File: src/rtl/ghash_pkg.sv
// Shared constants for the GHASH block sequencer: data/length widths, FSM encodings, byte-count normalisation.
package ghash_pkg;

    localparam int GHASH_NB_DATA = 128;
    localparam int GHASH_NB_LEN  = 64;

    typedef logic [2:0] ghash_state_t;

    localparam ghash_state_t ST_IDLE      = 3'd0;
    localparam ghash_state_t ST_ISSUE     = 3'd1;
    localparam ghash_state_t ST_WAIT      = 3'd2;
    localparam ghash_state_t ST_LEN_ISSUE = 3'd3;
    localparam ghash_state_t ST_LEN_WAIT  = 3'd4;
    localparam ghash_state_t ST_DONE      = 3'd5;

    // 0 and anything above 16 mean a full block.
    function automatic logic [4:0] norm_nbytes(input logic [4:0] nbytes);
        return ((nbytes == 5'd0) || (nbytes > 5'd16)) ? 5'd16 : nbytes;
    endfunction

endpackage

File: src/rtl/ghash_byte_mask.sv
// Zeroes every byte at index >= nbytes (byte 0 is the MSB byte).
// Latency: combinational. Backpressure: none, pure datapath.
// Reset: none.
module ghash_byte_mask
    import ghash_pkg::*;
#(
    parameter int NB_DATA = GHASH_NB_DATA
) (
    input  logic [NB_DATA-1:0] data,
    input  logic [4:0]         nbytes,
    output logic [NB_DATA-1:0] masked
);

    localparam int NB_BYTES = NB_DATA / 8;

    logic [4:0] nb_eff;

    assign nb_eff = norm_nbytes(nbytes);

    always_comb begin
        masked = '0;
        for (int i = 0; i < NB_BYTES; i++) begin
            if (i < int'(nb_eff)) begin
                masked[NB_DATA-1-8*i -: 8] = data[NB_DATA-1-8*i -: 8];
            end
        end
    end

endmodule

File: src/rtl/ghash_block_sequencer.sv
// Feeds masked blocks and the running Y to an external GHASH core and emits the tag; GHASH_SEQ_LEN_BLOCK_EN appends {len_a,len_c}.
// Latency: one block per CORE_LATENCY+2 cycles; tag CORE_LATENCY+2 cycles after the last accept (2*CORE_LATENCY+3 with length block).
// Backpressure: o_ready is high only in IDLE; the block never stalls the core.
module ghash_block_sequencer
    import ghash_pkg::*;
#(
    parameter int NB_DATA      = GHASH_NB_DATA,
    parameter int NB_LEN       = GHASH_NB_LEN,
    parameter int CORE_LATENCY = 2
) (
    input  logic               i_clock,
    input  logic               i_reset,
    input  logic [NB_DATA-1:0] i_data,
    input  logic               i_valid,
    input  logic               i_sop,
    input  logic               i_last,
    input  logic               i_is_aad,
    input  logic [4:0]         i_nbytes,
    input  logic [NB_DATA-1:0] i_ghash_y,
    output logic               o_ready,
    output logic [NB_DATA-1:0] o_data_x,
    output logic [NB_DATA-1:0] o_data_x_prev,
    output logic               o_core_valid,
    output logic [NB_DATA-1:0] o_tag,
    output logic               o_tag_valid
);

    ghash_state_t       state;
    logic [NB_DATA-1:0] y;
    logic [NB_DATA-1:0] x_reg;
    logic [NB_DATA-1:0] tag;
    logic [NB_DATA-1:0] masked;
    logic [3:0]         lat_cnt;
    logic               last_r;
    logic               accept;
    logic               lat_done;

    ghash_byte_mask #(
        .NB_DATA (NB_DATA)
    ) u_mask (
        .data   (i_data),
        .nbytes (i_nbytes),
        .masked (masked)
    );

    assign o_ready       = (state == ST_IDLE) && !i_reset;
    assign accept        = i_valid && o_ready;
    assign lat_done      = (lat_cnt == 4'(CORE_LATENCY - 1));
    assign o_core_valid  = (state == ST_ISSUE) || (state == ST_LEN_ISSUE);
    assign o_tag_valid   = (state == ST_DONE);
    assign o_data_x      = x_reg;
    assign o_data_x_prev = y;
    assign o_tag         = tag;

`ifdef GHASH_SEQ_LEN_BLOCK_EN
    logic [NB_LEN-1:0] len_a;
    logic [NB_LEN-1:0] len_c;
    logic [NB_LEN-1:0] len_inc;

    assign len_inc = NB_LEN'({norm_nbytes(i_nbytes), 3'b000});

    // A new message restarts both counters before this block is counted.
    always_ff @(posedge i_clock) begin
        if (i_reset) begin
            len_a <= '0;
            len_c <= '0;
        end else if (accept) begin
            len_a <= (i_sop ? '0 : len_a) + (i_is_aad ? len_inc : '0);
            len_c <= (i_sop ? '0 : len_c) + (i_is_aad ? '0 : len_inc);
        end
    end
`else
    // Length tracking is compiled out; keep its inputs referenced.
    logic [NB_LEN:0] unused_len_cfg;
    assign unused_len_cfg = {i_is_aad, {NB_LEN{1'b0}}};
`endif

    always_ff @(posedge i_clock) begin
        if (i_reset) begin
            state   <= ST_IDLE;
            y       <= '0;
            x_reg   <= '0;
            tag     <= '0;
            lat_cnt <= '0;
            last_r  <= 1'b0;
        end else begin
            case (state)
                ST_IDLE: begin
                    if (accept) begin
                        x_reg  <= masked;
                        last_r <= i_last;
                        if (i_sop) begin
                            y <= '0;
                        end
                        state <= ST_ISSUE;
                    end
                end
                ST_ISSUE: begin
                    state <= ST_WAIT;
                end
                ST_WAIT: begin
                    if (lat_done) begin
                        lat_cnt <= '0;
                        y       <= i_ghash_y;
                        if (last_r) begin
`ifdef GHASH_SEQ_LEN_BLOCK_EN
                            x_reg <= NB_DATA'({len_a, len_c});
                            state <= ST_LEN_ISSUE;
`else
                            tag   <= i_ghash_y;
                            state <= ST_DONE;
`endif
                        end else begin
                            state <= ST_IDLE;
                        end
                    end else begin
                        lat_cnt <= lat_cnt + 4'd1;
                    end
                end
`ifdef GHASH_SEQ_LEN_BLOCK_EN
                ST_LEN_ISSUE: begin
                    state <= ST_LEN_WAIT;
                end
                ST_LEN_WAIT: begin
                    if (lat_done) begin
                        lat_cnt <= '0;
                        y       <= i_ghash_y;
                        tag     <= i_ghash_y;
                        state   <= ST_DONE;
                    end else begin
                        lat_cnt <= lat_cnt + 4'd1;
                    end
                end
`endif
                ST_DONE: begin
                    state <= ST_IDLE;
                end
                default: begin
                    state <= ST_IDLE;
                end
            endcase
        end
    end

endmodule

File: config.mk
export PLATFORM = sky130hd
export DESIGN_NAME = ghash_block_sequencer
export DESIGN_NICKNAME = d
export VERILOG_FILES = /design/src/rtl/ghash_pkg.sv /design/src/rtl/ghash_byte_mask.sv /design/src/rtl/ghash_block_sequencer.sv
export SDC_FILE = /design/constraint.sdc
export NUM_CORES = 1
export LEC_CHECK = 0
export CAP_MARGIN = 20
export CORE_AREA = 2 2 253 255
export DETAILED_ROUTE_END_ITERATION = 7
export DIE_AREA = 0 0 255 257
export GPL_TIMING_DRIVEN = 0
export PLACE_DENSITY = 0.57
export SLEW_MARGIN = 20
export SYNTH_ARGS = -nofsm -noshare
export SYNTH_HDL_FRONTEND = slang
export SYNTH_SLANG_ARGS = --single-unit
File: constraint.sdc
create_clock -name i_clock -period 2.75 [get_ports i_clock]
set_input_delay 0.55 -clock i_clock [delete_from_list [all_inputs] [get_ports i_clock]]
set_output_delay 0.55 -clock i_clock [all_outputs]
set_load 0.01 [all_outputs]
Fig. 1: run 1, routed clock nets over the placement
(1.5 px per µm)
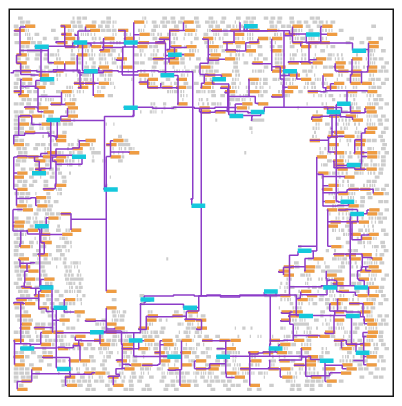
[cells driving clock nets] cyan | count: 45
[clock wires] purple | length: 5660 µm
[flip-flops] orange | count: 392
flops lie	widely spread
clock power share: 46.1%
Clock Skews: 0.01824 ns
Power Clock: 6250 µW
Insertion Delay late pin: 0.57 ns

Fig. 2: run 1, wiring by layer
(1 px per µm)
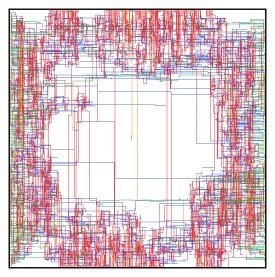
layer	color	wire length
met2	red	31.7 mm
met4	orange	2270 µm
met1	blue	23.3 mm
met5	purple	15.6 µm
met3	green	5560 µm

Fig. 3: run 1, track usage over the die
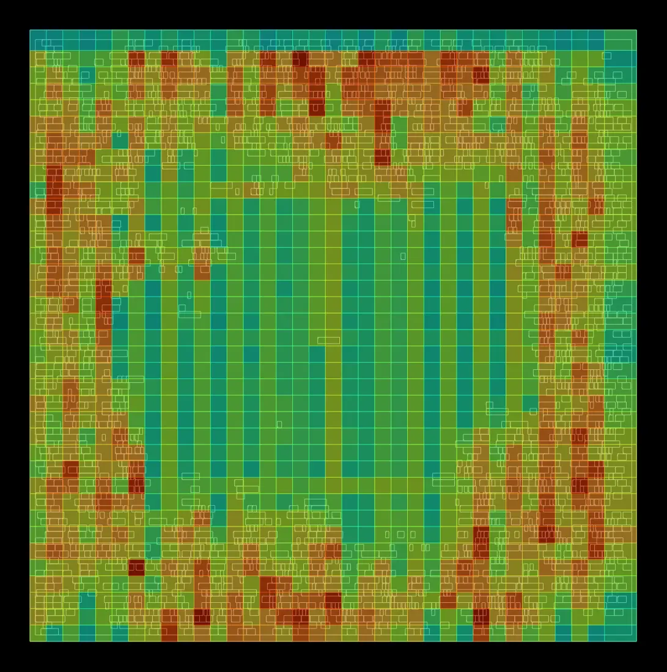
met1 usage: 18.92%
GRT Max-Usage Layer: met2
global-route track usage on met3: 5.786%
met2 usage: 33.57%

==> flow_summary.json, run 1 <==
{
  "outcome": "complete, no violations",
  "final.setup.tns_ns": 0,
  "route.detailed.drc": 0,
  "largest_area_cell": "dfxtp_1",
  "syn2layout_area_growth_pct": 64.78,
  "simple_gate_share_pct": 20.71,
  "die-height_um": 257,
  "reg2reg_to": "o_data_x_prev[19]$_SDFFE_PP0P_",
  "clkTransAtPathRegs_ns": 0.06,
  "core_area_um2": 62740,
  "layout_top_cells": "651 x clkdlybuf4s50_1, 457 x nand2_1, 392 x dfxtp_1",
  "hold_viol": 0,
  "worstSetupStartpointType": "input port",
  "r2r_slack_ns": 0.45,
  "nets": 2625,
  "wl_met2_um": 31690,
  "cts_sinks": 392,
  "grt_pass1_wl_um": 90460,
  "chip_area_um2": 65540,
  "synth_flops": 392,
  "rows": 92,
  "htreeDepth": 2,
  "path_cells": "clkdlybuf4s50_1 > nor2_1 > nand2_1 > ha_1 > nand2b_1 > and2_1 > a311oi_4 > a22o_1",
  "final_max_slew_viol_count": 0,
  "final_util_pct": 37.11,
  "cts_setup_buffers": 0,
  "place.gp.congestion": 0.8116,
  "nonClkBufAreaFrac_pct": 30.96,
  "critical_path.top_delay_family": "AND-OR/OR-AND gates",
  "wl_met1_um": 23320,
  "ir_drop_mv": 0.4324,
  "grt_max_degree": 13,
  "hold-worst-slack_ns": 0.4524,
  "yosysWarnings": 0,
  "synth_area_um2": 14130,
  "hold-path-cell-count": 2,
  "seq_power_share_pct": 43.5,
  "pg_seq_uw": 5900,
  "inv_count": 44,
  "holdPathEnd": "o_data_x[0]$_SDFFE_PP0P_",
  "topCombFamilyByArea": "simple AND/OR/NAND/NOR gates",
  "nWellTaps": 846,
  "power_density_nw_per_um2": 582.4,
  "initCoreUtil_pct": 22.52,
  "fin_crit_ns": 2.587,
  "internal_power_uw": 10380,
  "p_comb_uw": 1400
}
Fig. 4: run 1, sequential cells grouped by signal name
(1 px per µm) Other sequential cells in the stronger gray, the rest of the logic in the fainter gray.
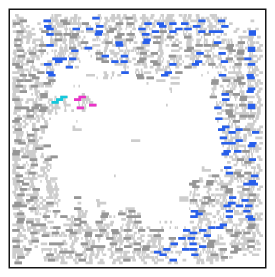

## Run 2: what changed since run 1
--- a/config.mk
+++ b/config.mk
@@ -7,9 +7,11 @@
 export LEC_CHECK = 0
 export CAP_MARGIN = 20
 export CORE_AREA = 2 2 253 255
+export CTS_BUF_LIST = sky130_fd_sc_hd__clkbuf_16
 export DETAILED_ROUTE_END_ITERATION = 7
 export DIE_AREA = 0 0 255 257
 export GPL_TIMING_DRIVEN = 0
+export HOLD_SLACK_MARGIN = 0.15
 export PLACE_DENSITY = 0.57
 export SLEW_MARGIN = 20
 export SYNTH_ARGS = -nofsm -noshare
Fig. 5: run 2, sequential cells grouped by signal name
(1 px per µm) Other sequential cells in the stronger gray, the rest of the logic in the fainter gray.
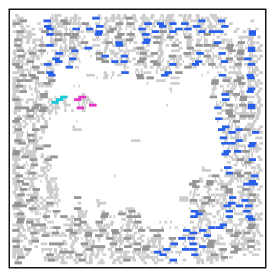
netlist name	color	flops
lat_cnt	magenta	4
o_tag	blue	128
state	cyan	3
not colored	257

==> run 2 against run 1 <==
  * Via count shrank 0.61%
  * Critical path type unchanged
  * Synthesized cell count unchanged
  * Sequential power barely moved
  * Maximum frequency increased by 0.42%
==> flow_summary.json, run 2 <==
{
  "outcome": "complete, no violations",
  "route.detailed.drc": 0,
  "path_cells": "clkdlybuf4s50_1 > nor2_1 > nand2_1 > ha_1 > nand2b_1 > and2_1 > a311oi_4 > a22o_1",
  "holdPathEnd": "o_data_x[0]$_SDFFE_PP0P_",
  "simple_gate_share_pct": 20.71,
  "clkTransAtPathRegs_ns": 0.06,
  "wl_met2_um": 31670,
  "skew_ns": 0.01990,
  "grt_util_met2_pct": 33.61,
  "hold-path-cell-count": 2,
  "critical_path.top_delay_family": "AND-OR/OR-AND gates",
  "topCombFamilyByArea": "simple AND/OR/NAND/NOR gates",
  "nWellTaps": 846,
  "reg2reg_to": "o_data_x_prev[19]$_SDFFE_PP0P_",
  "syn2layout_area_growth_pct": 64.07,
  "hold_viol": 0,
  "clkPwrFrac_pct": 44.9,
  "power_clock_uw": 5940,
  "synth_area_um2": 14130,
  "hold-worst-slack_ns": 0.4524,
  "wl_met1_um": 23490,
  "inv_count": 44,
  "synth_flops": 392,
  "pg_seq_uw": 5900
}
Fig. 6: run 2, wiring by layer
(1 px per µm)
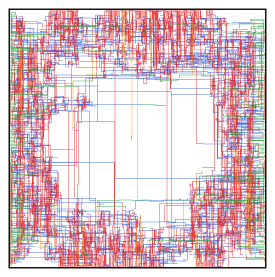

## Run 3: what changed since run 2
--- a/config.mk
+++ b/config.mk
@@ -5,6 +5,7 @@
 export SDC_FILE = /design/constraint.sdc
 export NUM_CORES = 1
 export LEC_CHECK = 0
+export ABC_AREA = 1
 export CAP_MARGIN = 20
 export CORE_AREA = 2 2 253 255
 export CTS_BUF_LIST = sky130_fd_sc_hd__clkbuf_16
Fig. 7: run 3, wiring by layer
(1 px per µm)
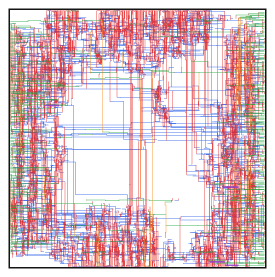
via count: 15290
final WL: 68660 µm
routed length per instance: 20.44 µm
All-Layer GR Usage: 20.10%

==> run 3 against run 2 <==
  * Final area shrank 0.48%
  * Maximum frequency down 1.8%
  * Register-to-register slack gained 0.20 ns
  * Non-clock buffer count is 2 higher
  * Clock skew hardly changed
  * Final cell count rose by 3.9%
  * Sequential share of layout area up 0.16 points
  * Via count increased by 4.7%
  * Clock power decreased by 4.4%
  * Critical path type unchanged
  * Critical endpoint is now o_data_x[15]$_SDFFE_PP0P_
  * Largest cell class unchanged
  * Largest power group is now sequential cells
==> flow_summary.json, run 3 <==
{
  "critical_path.top_delay_family": "AND-OR/OR-AND gates",
  "outcome": "complete, no violations",
  "power.leakage_uw": 0.008666,
  "inv_count": 22,
  "topCombFamilyByArea": "simple AND/OR/NAND/NOR gates",
  "wl_met1_um": 24540,
  "nets": 2745,
  "adder_share_pct": 0.08872,
  "fin_cells": 3359,
  "synth_flops": 392,
  "wl_met2_um": 34760,
  "hold_viol": 0,
  "holdPathEnd": "o_data_x_prev[122]$_SDFFE_PP0P_",
  "final.period_utilization_pct": 95.42,
  "path_cells": "clkdlybuf4s50_1 > inv_1 > nand4_1 > ha_1 > nor2_1 > nand2_1 > o21ai_1 > nand3_1 > a21oi_1",
  "setup_slack_ns": 0.1260,
  "tightest_slew_ns": 1.023,
  "grt_util_met2_pct": 37.20,
  "power.group.top": "sequential cells",
  "nWellTaps": 846,
  "simple_gate_share_pct": 26.14,
  "pg_seq_uw": 6010,
  "power_clock_uw": 5680,
  "met1_usage_pct": 20.16,
  "route.detailed.drc": 0,
  "power_density_nw_per_um2": 611.3,
  "yosysWarnings": 0,
  "clkTransAtPathRegs_ns": 0.06,
  "hold-path-cell-count": 2,
  "cp.required_ns": 3.25,
  "synth_area_um2": 14100,
  "skew_ns": 0.02038
}

==> screenshots <==
Signal wires on met3.
(1 px per µm)
Plate I
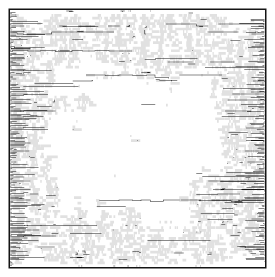
Plate II
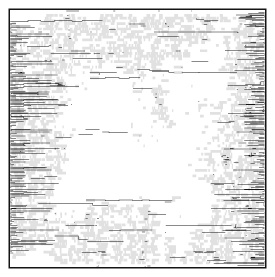
- run 3 = Plate II
- run 1 = Plate I

Key to Plate I:
nets with wire on the layer	449
longest straight run	62.6 µm
share of all routed wire	8.8%
wire length on this layer	5560 µm
main direction	horizontal

Power figures rest on the tool's default switching activity, not on a simulated workload.
